### src/rtl/seq_tx_pkg.sv
// Shared types and helpers for the serial pattern transmitter.
// State encoding and counter sizing used by seq_pattern_tx.
package seq_tx_pkg;

    typedef enum logic [1:0] {
        ST_IDLE = 2'd0,
        ST_SEND = 2'd1,
        ST_PAR  = 2'd2
    } state_t;

    // Minimum bits needed to count 0..v-1; evaluated at elaboration only.
    function automatic int clog2(input int v);
        int r;
        r = 0;
        for (int i = 0; i < 31; i++) begin
            if ((1 << i) < v) r = i + 1;
        end
        return r;
    endfunction

endpackage

### src/rtl/seq_pattern_tx_if.sv
// Load handshake and serial output bundle of seq_pattern_tx.
// master = pattern source, slave = transmitter.
interface seq_pattern_tx_if #(
    parameter int WIDTH = 4,
    parameter int REP_W = 4
);
    logic             load_valid;
    logic             load_ready;
    logic [WIDTH-1:0] load_data;
    logic [REP_W-1:0] load_reps;
    logic             data_out;
    logic             data_vld;
    logic             busy;
    logic             done;

    modport master (
        output load_valid, load_data, load_reps,
        input  load_ready, data_out, data_vld, busy, done
    );

    modport slave (
        input  load_valid, load_data, load_reps,
        output load_ready, data_out, data_vld, busy, done
    );
endinterface

### src/rtl/seq_tx_shreg.sv
// WIDTH-bit loadable left-shift register; MSB is the serial output.
// Zeros shift in, so the register is empty once a pattern has fully drained.
module seq_tx_shreg #(
    parameter int WIDTH = 4
) (
    input  logic             clk,
    input  logic             rst,
    input  logic             load,
    input  logic             shift,
    input  logic [WIDTH-1:0] din,
    output logic             msb
);
    logic [WIDTH-1:0] sreg;

    always_ff @(posedge clk) begin
        if (rst) begin
            sreg <= '0;
        end else if (load) begin
            sreg <= din;
        end else if (shift) begin
            sreg <= {sreg[WIDTH-2:0], 1'b0};
        end
    end

    assign msb = sreg[WIDTH-1];
endmodule

### src/rtl/seq_pattern_tx.sv
// Bit-serial pattern transmitter: MSB-first, repeated load_reps+1 times back-to-back.
// Optional even-parity bit after each repetition when SEQ_TX_PARITY_EN is defined.
//
// state   | meaning
// --------+----------------------------------------------------------
// ST_IDLE | waiting for a load; load_ready high, outputs quiet
// ST_SEND | shifting pattern bits out, one per clk
// ST_PAR  | sending the parity bit of the held pattern (macro only)
module seq_pattern_tx
    import seq_tx_pkg::*;
#(
    parameter int WIDTH = 4,
    parameter int REP_W = 4
) (
    input  logic            clk,
    input  logic            rst,
    seq_pattern_tx_if.slave bus
);
    localparam int               CNT_W    = clog2(WIDTH);
    localparam logic [CNT_W-1:0] BIT_LAST = CNT_W'(WIDTH - 1);

    state_t           state;
    state_t           state_nxt;
    logic [WIDTH-1:0] hold;
    logic [CNT_W-1:0] bit_cnt;
    logic [REP_W-1:0] rep_cnt;
    logic             accept;
    logic             bit_end;
    logic             rep_end;
    logic             reload;
    logic             sh_load;
    logic             sh_shift;
    logic [WIDTH-1:0] sh_din;
    logic             sh_msb;

    assign accept  = bus.load_valid && bus.load_ready;
    assign bit_end = (bit_cnt == '0);
    assign rep_end = (rep_cnt == '0);

`ifdef SEQ_TX_PARITY_EN
    assign reload = (state == ST_PAR) && !rep_end;
`else
    assign reload = (state == ST_SEND) && bit_end && !rep_end;
`endif

    assign sh_load  = accept || reload;
    assign sh_shift = (state == ST_SEND);
    assign sh_din   = accept ? bus.load_data : hold;

    seq_tx_shreg #(.WIDTH(WIDTH)) u_shreg (
        .clk   (clk),
        .rst   (rst),
        .load  (sh_load),
        .shift (sh_shift),
        .din   (sh_din),
        .msb   (sh_msb)
    );

    always_ff @(posedge clk) begin
        if (rst) begin
            state <= ST_IDLE;
        end else begin
            state <= state_nxt;
        end
    end

    always_comb begin
        state_nxt = state;
        case (state)
            ST_IDLE: begin
                if (accept) state_nxt = ST_SEND;
            end
`ifdef SEQ_TX_PARITY_EN
            ST_SEND: begin
                if (bit_end) state_nxt = ST_PAR;
            end
            ST_PAR: begin
                state_nxt = rep_end ? ST_IDLE : ST_SEND;
            end
`else
            ST_SEND: begin
                if (bit_end && rep_end) state_nxt = ST_IDLE;
            end
`endif
            default: state_nxt = ST_IDLE;
        endcase
    end

    // Counters and pattern holding register; the rep counter only decrements
    // while non-zero, so an all-ones load yields 2^REP_W passes without underflow.
    always_ff @(posedge clk) begin
        if (rst) begin
            hold    <= '0;
            bit_cnt <= '0;
            rep_cnt <= '0;
        end else if (accept) begin
            hold    <= bus.load_data;
            bit_cnt <= BIT_LAST;
            rep_cnt <= bus.load_reps;
        end else if (state == ST_SEND && !bit_end) begin
            bit_cnt <= bit_cnt - CNT_W'(1);
        end else if (reload) begin
            bit_cnt <= BIT_LAST;
            rep_cnt <= rep_cnt - REP_W'(1);
        end
    end

    always_comb begin
        bus.load_ready = (state == ST_IDLE) && !rst;
        bus.busy       = (state != ST_IDLE);
        bus.data_vld   = (state == ST_SEND) || (state == ST_PAR);
        bus.data_out   = sh_msb && (state == ST_SEND);
`ifdef SEQ_TX_PARITY_EN
        if (state == ST_PAR) bus.data_out = ^hold;
        bus.done = (state == ST_PAR) && rep_end;
`else
        bus.done = (state == ST_SEND) && bit_end && rep_end;
`endif
    end
endmodule

### src/flat_wrapper.sv
// flat-port wrapper written by rule: the top's interface ports become plain ports
module seq_pattern_tx_flat import seq_tx_pkg::*;
#(
    parameter int WIDTH = 4,
    parameter int REP_W = 4
)
  (clk, rst, bus_load_valid, bus_load_data, bus_load_reps, bus_load_ready, bus_data_out, bus_data_vld, bus_busy, bus_done);
  seq_pattern_tx_if #(.WIDTH(WIDTH), .REP_W(REP_W)) bus_i ();
  input  logic clk;
  input  logic rst;
  input wire logic [$bits(bus_i.load_valid)-1:0] bus_load_valid;
  input wire logic [$bits(bus_i.load_data)-1:0] bus_load_data;
  input wire logic [$bits(bus_i.load_reps)-1:0] bus_load_reps;
  output wire logic [$bits(bus_i.load_ready)-1:0] bus_load_ready;
  output wire logic [$bits(bus_i.data_out)-1:0] bus_data_out;
  output wire logic [$bits(bus_i.data_vld)-1:0] bus_data_vld;
  output wire logic [$bits(bus_i.busy)-1:0] bus_busy;
  output wire logic [$bits(bus_i.done)-1:0] bus_done;
  assign bus_i.load_valid = bus_load_valid;
  assign bus_i.load_data = bus_load_data;
  assign bus_i.load_reps = bus_load_reps;
  assign bus_load_ready = bus_i.load_ready;
  assign bus_data_out = bus_i.data_out;
  assign bus_data_vld = bus_i.data_vld;
  assign bus_busy = bus_i.busy;
  assign bus_done = bus_i.done;
  seq_pattern_tx #(.WIDTH(WIDTH), .REP_W(REP_W)) u_core (.clk(clk), .rst(rst), .bus(bus_i));
endmodule
### config.mk
export PLATFORM = sky130hd
export DESIGN_NAME = seq_pattern_tx_flat
export DESIGN_NICKNAME = d
export VERILOG_FILES = /design/src/rtl/seq_tx_pkg.sv /design/src/rtl/seq_pattern_tx_if.sv /design/src/rtl/seq_tx_shreg.sv /design/src/rtl/seq_pattern_tx.sv /design/src/flat_wrapper.sv
export SDC_FILE = /design/constraint.sdc
export NUM_CORES = 1
export LEC_CHECK = 0
export CAP_MARGIN = 20
export CORE_UTILIZATION = 52
export DETAILED_ROUTE_END_ITERATION = 7
export PLACE_DENSITY = 0.81
export SYNTH_ARGS = -nofsm -noshare
export SYNTH_HDL_FRONTEND = slang
export SYNTH_HIERARCHICAL = 1
export SYNTH_SLANG_ARGS = --single-unit
### constraint.sdc
create_clock -name clk -period 3.4 [get_ports clk]
set_clock_uncertainty 0.1 [all_clocks]
set_input_delay 1.02 -clock clk [delete_from_list [all_inputs] [get_ports clk]]
set_output_delay 1.02 -clock clk [all_outputs]
set_load 0.01 [all_outputs]
Figure 1. Routed clock nets over the placement (run 1).
Bar = 10 um.
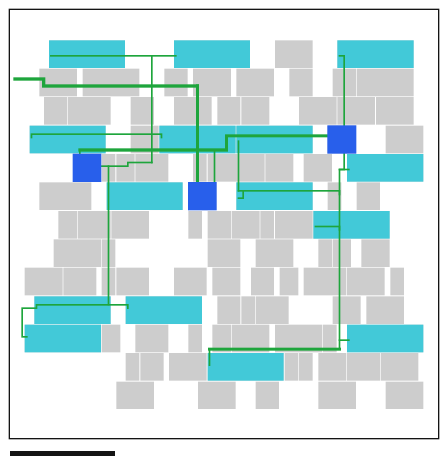
flip-flops -> cyan  # count 15
clock-net drivers -> blue  # count 3
clock wires -> green  # length 192 um
flops lie = all over the die
routed clock nets = 4

Figure 2. Clock routing (run 1).
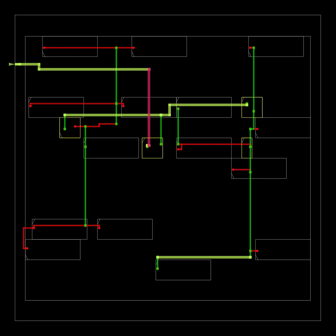
Num Clock Sinks: 15
TritonCTS buffer count: 3

Figure 3. Metal layers overlaid (run 1).
Bar = 10 um.
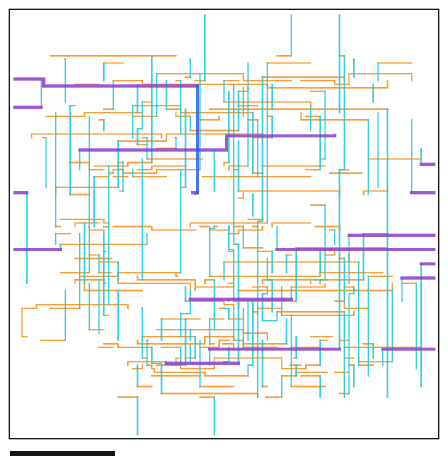
M2 -> cyan  # wire length 693 um
M3 -> purple  # wire length 117 um
M4 -> blue  # wire length 10.2 um
M1 -> orange  # wire length 686 um

Figure 4. Where the registers sit (run 1).
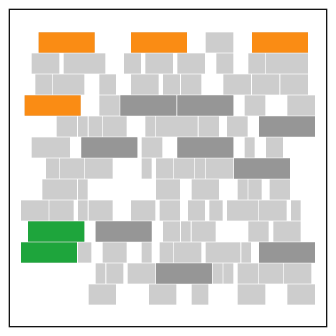
`u_core/hold` -> orange  # flops 4
`u_core/bit_cnt` -> green  # flops 2

==> run_results.csv, run 1 <==
group,metric,value,unit
run_status,status,"completed",
clock_network,tritoncts,"yes",
yosys,synthArstFlopShare,0,%
critical_path,end_kind,"output port",
die,rows,13,
critical_path,cp-start-kind,"input pin",
critical_path,crit_arrival,2110,ps
critical_path,path_cells,"clkdlybuf4s50_1, nor2_1, clkdlybuf4s50_1",
timing,fin_tns_setup,0,ps
power,p_per_area,456.3,nW/um^2
power,max-vdd-ir-drop,0.0003301,V
timing,fin_ws,165.4,ps
grt,antenna_found_initial,0,
detailed_routing,remaining_drc_errors,0,
yosys,synth_cells,82,
yosys,yosys_warnings,6,
placed_design,io_buffers,15,
power,sequentialPowerShare,47.0,%
detailed_routing,routed-wl-met3,116,um
grt,gr-usage-met3,10.33,%
yosys,syn_area_per_cell,9.613,sq um
yosys,ys_types,32,
power,switching_share,29.80,%
power,power_frac_comb,30.3,%
cells_and_area,seq_area,300.3,sq um
detailed_routing,first_pass_iters,4,
cells_and_area,signal_buffers,17,
detailed_routing,drt_iter0_markers,13,
==> run 1: stage by stage <==
step	std cells	instance area [sq um]	total power [W]
after global placement	110	949.7	0.0003429
after detailed placement	110	949.7	0.0003477
after floorplan	82	788.3	0.0003044
after CTS	114	975.9	0.0004496
after global routing	114	975.9	0.0004749
final	114	975.9	0.0004453
==> run 1: logic make-up after synthesis <==
group	synth area share (%)
adders and majority gates	3.174
buffers and inverters	5.237
and+or+nand+nor	27.78
DFF	38.10
muxes	12.22
AOI/OAI and AO/OA	13.49
==> run 1: cells in the final DEF (no fill, tap or decap), drive strengths merged, types with 3 or more instances in the layout <==
cell type      instances
a211oi                 4
a21oi                  3
clkbuf                 4
clkdlybuf4s50         15
dfxtp                 15
inv                    5
mux2                   4
mux2i                  4
nor2                   7
nor2b                  8
or3b                   3
Figure 5. Pin map (run 1).
Pins as bars across the die edge, other pins in gray.
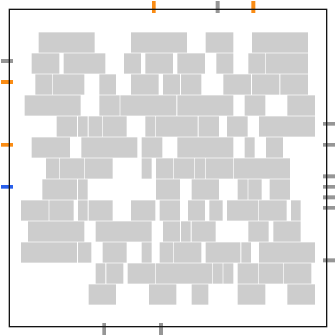

==> run 2: changes to the inputs <==
Settings changed: GPL_ROUTABILITY_DRIVEN set to 0, RECOVER_POWER set to 100.
Figure 6. Pin map (run 2).
Pins as bars across the die edge, other pins in gray.
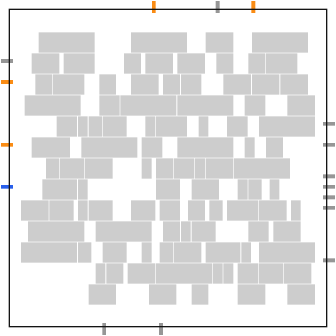
`bus_load_ready` -> blue  # pins 1, direction output, edge left
`bus_load_data` -> orange  # pins 4, direction input, edge 2 left, 2 top

==> run 2 against run 1 <==
  * Power fell by 1.2%
  * Final cell count did not move
  * Largest cell class unchanged
  * Worst setup slack got worse by 2.3 ps
  * Sequential power barely moved
  * Sequential cell count did not move
  * Largest power group unchanged
  * Critical path depth did not move
  * Cell area fell by 1.9%
==> run_results.csv, run 2 <==
group,metric,value,unit
power,sequentialPowerShare,47.6,%
detailed_routing,routed-wl-met3,87,um
power,p_total,0.0004400,W
critical_path,cp-start-kind,"input pin",
yosys,yosys_warnings,6,
yosys,synth_cells,82,
detailed_routing,drt_iter0_markers,11,
yosys,yosys.area_share.adder,3.175,%
yosys,aoi_share,13.49,%
critical_path,crit_arrival,2120,ps
timing,fin_tns_setup,0,ps
timing,fin_ws,163.1,ps
run_status,status,"completed",
cells_and_area,mostFrequentLayoutCells,"15 x dfxtp_1, 13 x clkdlybuf4s50_1, 7 x nor2_1, 7 x nor2b_1, 5 x inv_1",
yosys,ys_sh_simple,27.78,%
detailed_routing,first_pass_iters,4,
yosys,xor_area_share,0,%
clock_network,cts_made_buffers,3,
grt,antenna_found_initial,0,
grt,gr-usage-met3,10.33,%
die,rows,13,
cells_and_area,lay_top_count,"dfxtp_1",
power,max-vdd-ir-drop,0.0003331,V
yosys,mux_area_share,12.22,%
clock_network,tritoncts,"yes",
placed_design,io_buffers,15,
cells_and_area,final_area,957.2,sq um
power,switching_share,30.29,%
yosys,synth.logic.top_family,"simple AND/OR/NAND/NOR gates",
placed_design,placed_cells,110,
Figure 7. Where the registers sit (run 2).
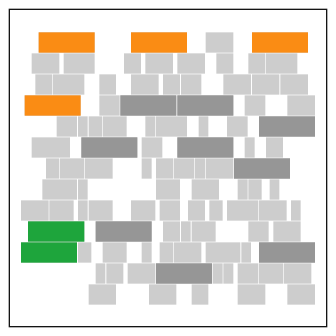
`u_core/bit_cnt` -> green  # flops 2
`u_core/hold` -> orange  # flops 4

run 2: cell counts after synthesis:
Identical to the previous run, type by type.
run 2: cells by family after synthesis:
group	Yosys count
compound gates	14
fa+ha+maj	2
buf+inv	9
flops	15
mux	8
simple gates	34
run 2: path summary, 6_finish.rpt:
kind,start,to,slack [ps]
worst max register to register,u_core/state[0],u_core/u_shreg/sreg[3],1180
worst min-delay path,u_core/bit_cnt[1],u_core/bit_cnt[1],400
worst min register to register,u_core/bit_cnt[1],u_core/bit_cnt[1],400
worst max-delay path,rst,bus_load_ready,160
run 2: area by class of cell:
type,count,area (sq um)
inverter,5,18.77
multi-input combinational,58,435.4
timing repair buffer,17,157.7
tap,15,18.77
clock buffer,4,26.28
fill,122,392.9
sequential,15,300.3
Power is estimated from default activity; no workload was simulated.
